$ cat config.mk
export PLATFORM = sky130hd
export DESIGN_NAME = exec_flow_ctrl_flat
export DESIGN_NICKNAME = d
export VERILOG_FILES = /design/src/rtl/exec_flow_ctrl_if.sv /design/src/rtl/exec_flow_ctrl.sv /design/src/flat_wrapper.sv
export SDC_FILE = /design/constraint.sdc
export NUM_CORES = 1
export LEC_CHECK = 0
export ABC_AREA = 1
export CAP_MARGIN = 25
export CORE_MARGIN = 8
export CORE_UTILIZATION = 35
export CTS_CLUSTER_DIAMETER = 80
export CTS_CLUSTER_SIZE = 14
export DETAILED_ROUTE_END_ITERATION = 12
export GPL_ROUTABILITY_DRIVEN = 0
export PLACE_DENSITY = 0.73
export SETUP_SLACK_MARGIN = 0.2
export SKIP_LAST_GASP = 1
export SLEW_MARGIN = 20
export SYNTH_ARGS = -nofsm -noshare
export SYNTH_HDL_FRONTEND = slang
export SYNTH_SLANG_ARGS = --single-unit
export TNS_END_PERCENT = 1
$ cat constraint.sdc
create_clock -name i_clk -period 1.65 [get_ports i_clk]
set_clock_uncertainty 0.05 [all_clocks]
set_input_delay 0.165 -clock i_clk [delete_from_list [all_inputs] [get_ports i_clk]]
set_output_delay 0.165 -clock i_clk [all_outputs]
set_load 0.05 [all_outputs]
$ cat src/rtl/exec_flow_ctrl_if.sv
// Execute-stage flow-control bundle: decode/writeback handshakes,
// redirect, CSR and halt sideband.
interface exec_flow_ctrl_if #(
    parameter int COUNT_W = 32
);
    logic               i_dec_valid;
    logic               o_dec_ready;
    logic               o_ex_fire;
    logic               i_branch_taken;
    logic               i_jump;
    logic [31:0]        i_target;
    logic               i_is_csr;
    logic               i_is_sys;
    logic               o_wb_valid;
    logic               i_wb_ready;
    logic               o_redirect_valid;
    logic [31:0]        o_redirect_pc;
    logic               o_flush;
    logic               i_csr_done;
    logic               o_halted;
    logic               i_resume;
    logic [COUNT_W-1:0] o_retired;

    modport master (
        input  i_dec_valid,
        output o_dec_ready,
        output o_ex_fire,
        input  i_branch_taken,
        input  i_jump,
        input  i_target,
        input  i_is_csr,
        input  i_is_sys,
        output o_wb_valid,
        input  i_wb_ready,
        output o_redirect_valid,
        output o_redirect_pc,
        output o_flush,
        input  i_csr_done,
        output o_halted,
        input  i_resume,
        output o_retired
    );

    modport slave (
        output i_dec_valid,
        input  o_dec_ready,
        input  o_ex_fire,
        output i_branch_taken,
        output i_jump,
        output i_target,
        output i_is_csr,
        output i_is_sys,
        input  o_wb_valid,
        output i_wb_ready,
        input  o_redirect_valid,
        input  o_redirect_pc,
        input  o_flush,
        output i_csr_done,
        input  o_halted,
        output i_resume,
        input  o_retired
    );
endinterface

$ cat src/rtl/exec_flow_ctrl.sv
// Execute-stage issue/retire controller: owns the EX valid bit,
// redirects on taken control flow, serialises CSRs and halts on ECALL/EBREAK.
module exec_flow_ctrl #(
    parameter int FLUSH_CYCLES = 2,
    parameter int COUNT_W      = 32
) (
    input  logic               i_clk,
    input  logic               i_rst_n,
    exec_flow_ctrl_if.master   bus
);
    typedef enum logic [1:0] {
        RUN,
        FLUSH,
        CSR_WAIT,
        HALT
    } state_t;

    localparam logic [3:0]         FLUSH_LOAD = FLUSH_CYCLES[3:0];
    localparam logic [COUNT_W-1:0] ONE        = {{(COUNT_W-1){1'b0}}, 1'b1};

    state_t             state;
    logic               ex_valid;
    logic [3:0]         cnt;
    logic [COUNT_W-1:0] retired;

    logic in_run;
    logic wb_valid;
    logic retire;
    logic take;
    logic redir;
    logic sys;
    logic csr;
    logic ctl;
    logic dec_ready;
    logic fire;

    assign in_run    = (state == RUN);
    assign wb_valid  = ex_valid & in_run;
    assign retire    = wb_valid & bus.i_wb_ready;
    assign take      = bus.i_branch_taken | bus.i_jump;
    // Control events only count when the instruction actually retires.
    assign redir     = retire & take;
    assign sys       = retire & ~take & bus.i_is_sys;
    assign csr       = retire & ~take & ~bus.i_is_sys & bus.i_is_csr;
    assign ctl       = redir | sys | csr;
    assign dec_ready = in_run & (~ex_valid | (retire & ~ctl));
    assign fire      = bus.i_dec_valid & dec_ready;

    assign bus.o_dec_ready      = dec_ready;
    assign bus.o_ex_fire        = fire;
    assign bus.o_wb_valid       = wb_valid;
    assign bus.o_redirect_valid = redir;
    assign bus.o_redirect_pc    = bus.i_target & 32'hFFFF_FFFE;
    assign bus.o_flush          = redir | (state == FLUSH);
    assign bus.o_halted         = (state == HALT);
    assign bus.o_retired        = retired;

    always_ff @(posedge i_clk or negedge i_rst_n) begin
        if (!i_rst_n) begin
            state    <= RUN;
            ex_valid <= 1'b0;
            cnt      <= 4'd0;
            retired  <= '0;
        end else begin
            if (fire) begin
                ex_valid <= 1'b1;
            end else if (retire) begin
                ex_valid <= 1'b0;
            end
            if (retire) begin
                retired <= retired + ONE;
            end
            case (state)
                RUN: begin
                    unique case (1'b1)
                        redir: begin
                            state <= FLUSH;
                            cnt   <= FLUSH_LOAD;
                        end
                        sys:     state <= HALT;
                        csr:     state <= CSR_WAIT;
                        default: ;
                    endcase
                end
                FLUSH: begin
                    // Leave once the final counted flush cycle has been spent.
                    if (cnt <= 4'd1) begin
                        state <= RUN;
                        cnt   <= 4'd0;
                    end else begin
                        cnt <= cnt - 4'd1;
                    end
                end
                CSR_WAIT: begin
                    if (bus.i_csr_done) begin
                        state <= RUN;
                    end
                end
                HALT: begin
                    if (bus.i_resume) begin
                        state <= RUN;
                    end
                end
                default: state <= RUN;
            endcase
        end
    end
endmodule

$ cat src/flat_wrapper.sv
// flat-port wrapper written by rule: the top's interface ports become plain ports
module exec_flow_ctrl_flat 
#(
    parameter int FLUSH_CYCLES = 2,
    parameter int COUNT_W      = 32
)
  (i_clk, i_rst_n, bus_i_dec_valid, bus_o_dec_ready, bus_o_ex_fire, bus_i_branch_taken, bus_i_jump, bus_i_target, bus_i_is_csr, bus_i_is_sys, bus_o_wb_valid, bus_i_wb_ready, bus_o_redirect_valid, bus_o_redirect_pc, bus_o_flush, bus_i_csr_done, bus_o_halted, bus_i_resume, bus_o_retired);
  exec_flow_ctrl_if #(.COUNT_W(COUNT_W)) bus_i ();
  input  logic i_clk;
  input  logic i_rst_n;
  input wire logic [$bits(bus_i.i_dec_valid)-1:0] bus_i_dec_valid;
  output wire logic [$bits(bus_i.o_dec_ready)-1:0] bus_o_dec_ready;
  output wire logic [$bits(bus_i.o_ex_fire)-1:0] bus_o_ex_fire;
  input wire logic [$bits(bus_i.i_branch_taken)-1:0] bus_i_branch_taken;
  input wire logic [$bits(bus_i.i_jump)-1:0] bus_i_jump;
  input wire logic [$bits(bus_i.i_target)-1:0] bus_i_target;
  input wire logic [$bits(bus_i.i_is_csr)-1:0] bus_i_is_csr;
  input wire logic [$bits(bus_i.i_is_sys)-1:0] bus_i_is_sys;
  output wire logic [$bits(bus_i.o_wb_valid)-1:0] bus_o_wb_valid;
  input wire logic [$bits(bus_i.i_wb_ready)-1:0] bus_i_wb_ready;
  output wire logic [$bits(bus_i.o_redirect_valid)-1:0] bus_o_redirect_valid;
  output wire logic [$bits(bus_i.o_redirect_pc)-1:0] bus_o_redirect_pc;
  output wire logic [$bits(bus_i.o_flush)-1:0] bus_o_flush;
  input wire logic [$bits(bus_i.i_csr_done)-1:0] bus_i_csr_done;
  output wire logic [$bits(bus_i.o_halted)-1:0] bus_o_halted;
  input wire logic [$bits(bus_i.i_resume)-1:0] bus_i_resume;
  output wire logic [$bits(bus_i.o_retired)-1:0] bus_o_retired;
  assign bus_i.i_dec_valid = bus_i_dec_valid;
  assign bus_o_dec_ready = bus_i.o_dec_ready;
  assign bus_o_ex_fire = bus_i.o_ex_fire;
  assign bus_i.i_branch_taken = bus_i_branch_taken;
  assign bus_i.i_jump = bus_i_jump;
  assign bus_i.i_target = bus_i_target;
  assign bus_i.i_is_csr = bus_i_is_csr;
  assign bus_i.i_is_sys = bus_i_is_sys;
  assign bus_o_wb_valid = bus_i.o_wb_valid;
  assign bus_i.i_wb_ready = bus_i_wb_ready;
  assign bus_o_redirect_valid = bus_i.o_redirect_valid;
  assign bus_o_redirect_pc = bus_i.o_redirect_pc;
  assign bus_o_flush = bus_i.o_flush;
  assign bus_i.i_csr_done = bus_i_csr_done;
  assign bus_o_halted = bus_i.o_halted;
  assign bus_i.i_resume = bus_i_resume;
  assign bus_o_retired = bus_i.o_retired;
  exec_flow_ctrl #(.FLUSH_CYCLES(FLUSH_CYCLES), .COUNT_W(COUNT_W)) u_core (.i_clk(i_clk), .i_rst_n(i_rst_n), .bus(bus_i));
endmodule
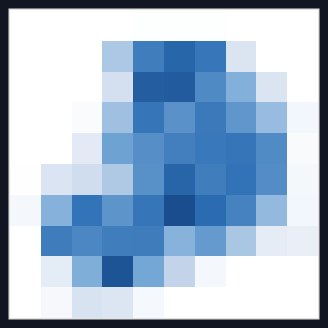
Figure 1: run 1, local utilization.
Drawn at 3 px/um. The die is cut into 10 by 10 equal tiles; white is low, dark blue is high, 0 to 100% covered.
densest ninth of the die: center
mean over tiles: 30%
emptiest ninth of the die: north-west
nearly empty tiles: 35%
final core occ: 45.09%
CORE AREA: 7253 um^2
floorplan utilization: 36.23%

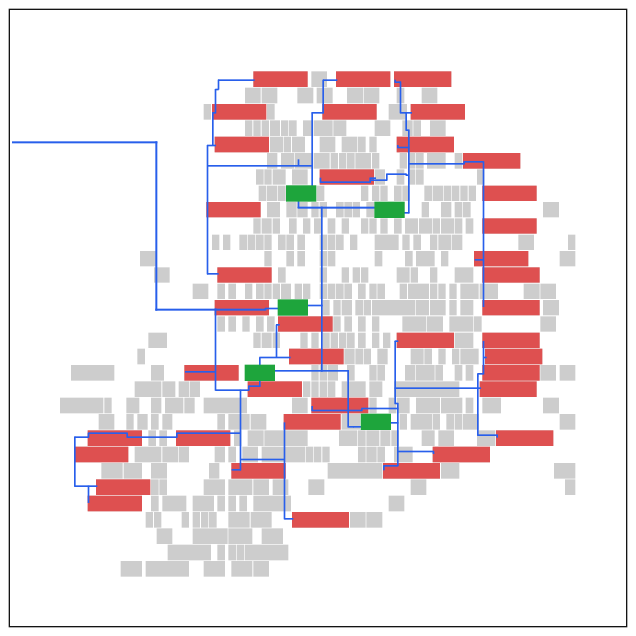
Figure 2: run 1, clock wires, drivers and flops.
Drawn at 6 px/um.
[clock wires] blue | length: 532 um
[clock drivers] green | count: 5
[flip-flops] red | count: 39
routed clock nets: 6
Clk pwr share: 21.0%
clk latency late pin: 0.30 ns
Clk. pwr: 0.000803 W

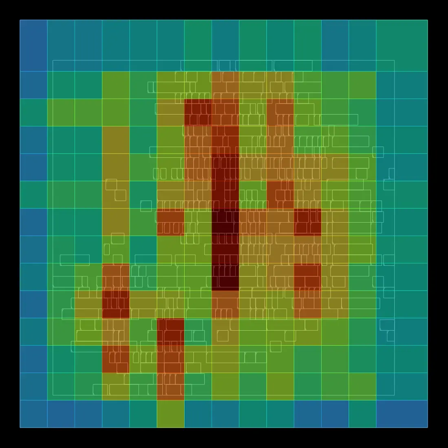
Figure 3: run 1, track usage over the die.
met2 Track Usage GR: 22.43%
GRT busiest layer: met2
WL/cell: 12.50 um

==> flow_summary.json, run 1 <==
{
  "flop_area_um2": 996.0,
  "r2r_slack_ns": -0.01,
  "log.warning_count": 31,
  "finalWorstSetupSlack_ns": -0.2179,
  "yosysCellCount": 360,
  "setup_viol": 6,
  "synth_area_leader_cell": "dfrtp_1",
  "xor_area_share_pct": 6.000,
  "postRouteAntennaNets": 0,
  "syn_area_um2": 2628,
  "remaining_drc_errors": 0,
  "avgSynthCellArea_um2": 7.299,
  "flop_cell": "dfrtp_1",
  "violations": "setup timing",
  "synth_warnings": 0,
  "critPathLaunchType": "register",
  "cts_made_buffers": 5,
  "grt_first_pass_wirelength_um": 10520,
  "status": "complete, but fails checks",
  "die_w_um": 102.6,
  "dp_hpwl_um": 4889,
  "worstReg2RegEnd": "u_core.bus.o_retired[18]",
  "path_common_cell": "nor2_4",
  "slew_headroom_pct": 50.33,
  "holdPathStages": 0,
  "final_cell_count_no_fill": 495,
  "pre_cts_slack_ns": -0.01622,
  "die-area_um2": 10540,
  "syn_nets": 405,
  "rsz0062_at_grt": "yes",
  "grt_max_degree": 34,
  "fin_area_um2": 3271,
  "final_net_count": 440,
  "hp-start": "bus_i_target[10]",
  "largest_register_ffs": 32,
  "powerDensity_nw_per_um2": 1166,
  "tritoncts": "yes",
  "cts.sinks": 39,
  "cp_top_family": "simple AND/OR/NAND/NOR gates",
  "comb_area_um2": 1284,
  "setup.worst_path.start": "u_core.state[0]",
  "power.total_w": 0.003814,
  "wl_met3_um": 500,
  "hold_viol_final": 0,
  "maxCapViolations": 0
}
[run 1: placed cells by master, fill, tap and decap left out, types with 2 or more instances in the layout]
cell type / n
nand3b_1: 3
nand4_1: 5
nand3_2: 4
clkdlybuf4s50_1: 8
buf_12: 8
o21ai_1: 3
nand2_2: 7
inv_1: 38
nor3_1: 3
nand3_1: 20
nor2_1: 38
nand2_1: 113
dfrtp_2: 16
o21ai_0: 3
dfrtp_1: 23
buf_4: 43
clkbuf_8: 5
nor2_2: 6
nor2_4: 7
xor2_1: 13
inv_2: 4
ha_1: 2
xnor2_1: 5
[run 1: final cells by class]
class	count	area share, %
flip-flops and latches	39	30.45
multi-input cells	244	39.25
repair buffers	62	18.02
clock inverters	3	1.339
well taps	99	3.787
clock buffers	5	2.104
inverters	43	5.050
==> run 1 -> run 2 <==
--- a/config.mk
+++ b/config.mk
@@ -13,8 +13,10 @@
 export CTS_CLUSTER_SIZE = 14
 export DETAILED_ROUTE_END_ITERATION = 12
 export GPL_ROUTABILITY_DRIVEN = 0
+export HOLD_SLACK_MARGIN = 0.03
 export PLACE_DENSITY = 0.73
 export SETUP_SLACK_MARGIN = 0.2
+export SKIP_CTS_REPAIR_TIMING = 1
 export SKIP_LAST_GASP = 1
 export SLEW_MARGIN = 20
 export SYNTH_ARGS = -nofsm -noshare
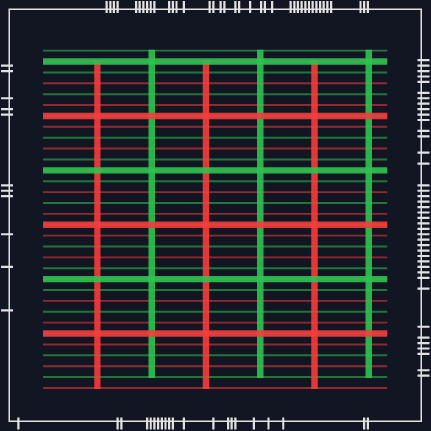
Figure 4: run 2, supply network.
Drawn at 4 px/um. Pins as bars on the die edge.
| net | color |
|---|---|
| VSS | red |
| VDD | green |
signal pins: 112
met1 rails: 32
DIE WIDTH: 102.6 um
Peak supply drop: 0.7394 mV
die outline height: 102.6 um

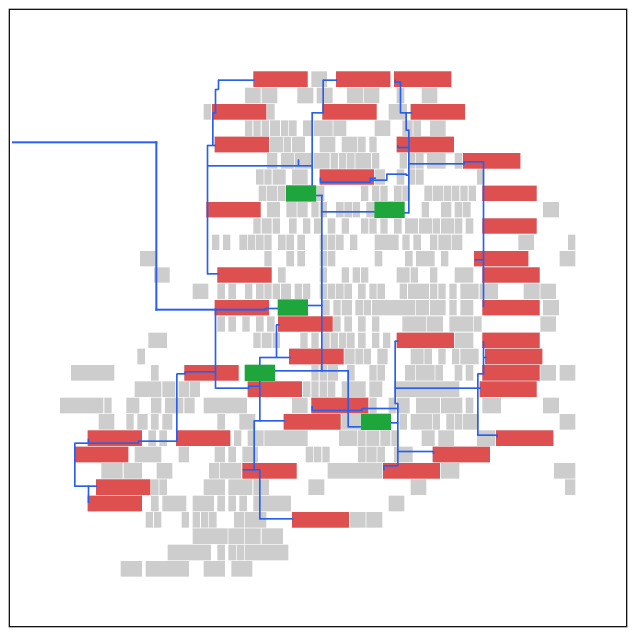
Figure 5: run 2, clock wires, drivers and flops.
Drawn at 6 px/um.
[clock drivers] green | count: 5
[clock wires] blue | length: 527 um
[flip-flops] red | count: 39
routed clock nets: 6
Clk. pwr: 0.000800 W
Clk pwr share: 21.6%
clk latency late pin: 0.29 ns

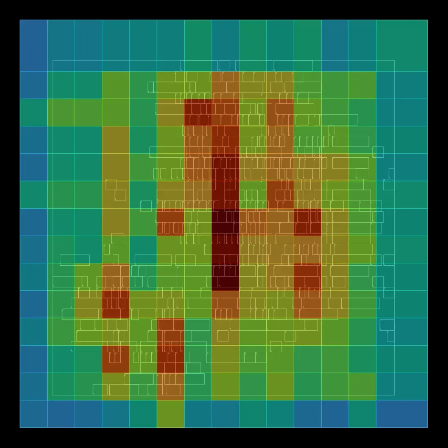
Figure 6: run 2, track usage over the die.
WL/cell: 12.35 um
final core occ: 44.35%
met3 Track Usage GR: 4.119%
gr usage total: 12.46%
GR Layer Usage met1: 13.34%

==> flow_summary.json, run 2 <==
{
  "busiest_layer": "met2",
  "r2r_slack_ns": -0.03,
  "tap_cells": 99,
  "finalWorstSetupSlack_ns": -0.1941,
  "fin_area_um2": 3217,
  "final_cell_mix": "nand2_1, buf_4, inv_1, nor2_1, dfrtp_1",
  "violations": "setup timing",
  "fp_util_pct": 36.23,
  "log.warning_count": 30,
  "avgSynthCellArea_um2": 7.299,
  "worstReg2RegEnd": "u_core.bus.o_retired[18]",
  "comb_area_um2": 1276,
  "grt_use_met2_pct": 22.18,
  "largest_register_ffs": 32,
  "yosysCellCount": 360,
  "synth_area_leader_cell": "dfrtp_1",
  "flop_cell": "dfrtp_1",
  "setup_viol": 9,
  "nClkBuffers": 5,
  "inverters": 43,
  "flop_area_um2": 996.0,
  "power.total_w": 0.003708,
  "final_common_cell": "nand2_1",
  "grt_max_degree": 34,
  "tritoncts": "yes",
  "signal_buffers": 58,
  "postRouteAntennaNets": 0,
  "cts.sinks": 39,
  "syn_nets": 405,
  "synth_warnings": 0,
  "sh_comb_area_pct": 39.67,
  "critPathLaunchType": "register",
  "cp_top_family": "simple AND/OR/NAND/NOR gates",
  "wl_met3_um": 505,
  "core_area_um2": 7253,
  "die-area_um2": 10540,
  "maxCapViolations": 0,
  "path_common_cell": "nor2_4",
  "hold_viol_final": 0,
  "largest_cell_class": "logic gates",
  "status": "complete, but fails checks",
  "final_net_count": 436,
  "xor_area_share_pct": 6.000
}
==> run 2: cell types whose count changed in the layout (fill, tap and decap cells not counted) <==
cell     before  now
nand2_2       7    6
buf_4        43   41
nand3_2       4    3
nand2_1     113  114
buf_12        8    7
nand3_1      20   21
buf_6         1    0
==> run 2: how the worst min path moves through the flow <==
| stage | endpoint | slack (ns) | depth (start not counted) |
|---|---|---|---|
| 2_1_floorplan | u_core.bus.o_retired[0] | -0.18 | 0 |
| 3_3_place_gp | u_core.bus.o_retired[3] | 0.21 | 1 |
| 3_5_place_dp | u_core.bus.o_retired[5] | 0.23 | 1 |
| 4_1_cts | u_core.bus.o_retired[2] | -0.10 | 1 |
| 5_1_grt | bus_o_redirect_pc[19] | 0.28 | 0 |
| 6_report | bus_o_redirect_pc[10] | 0.28 | 0 |
No activity file was given, so power comes from the tool's default toggle rates.
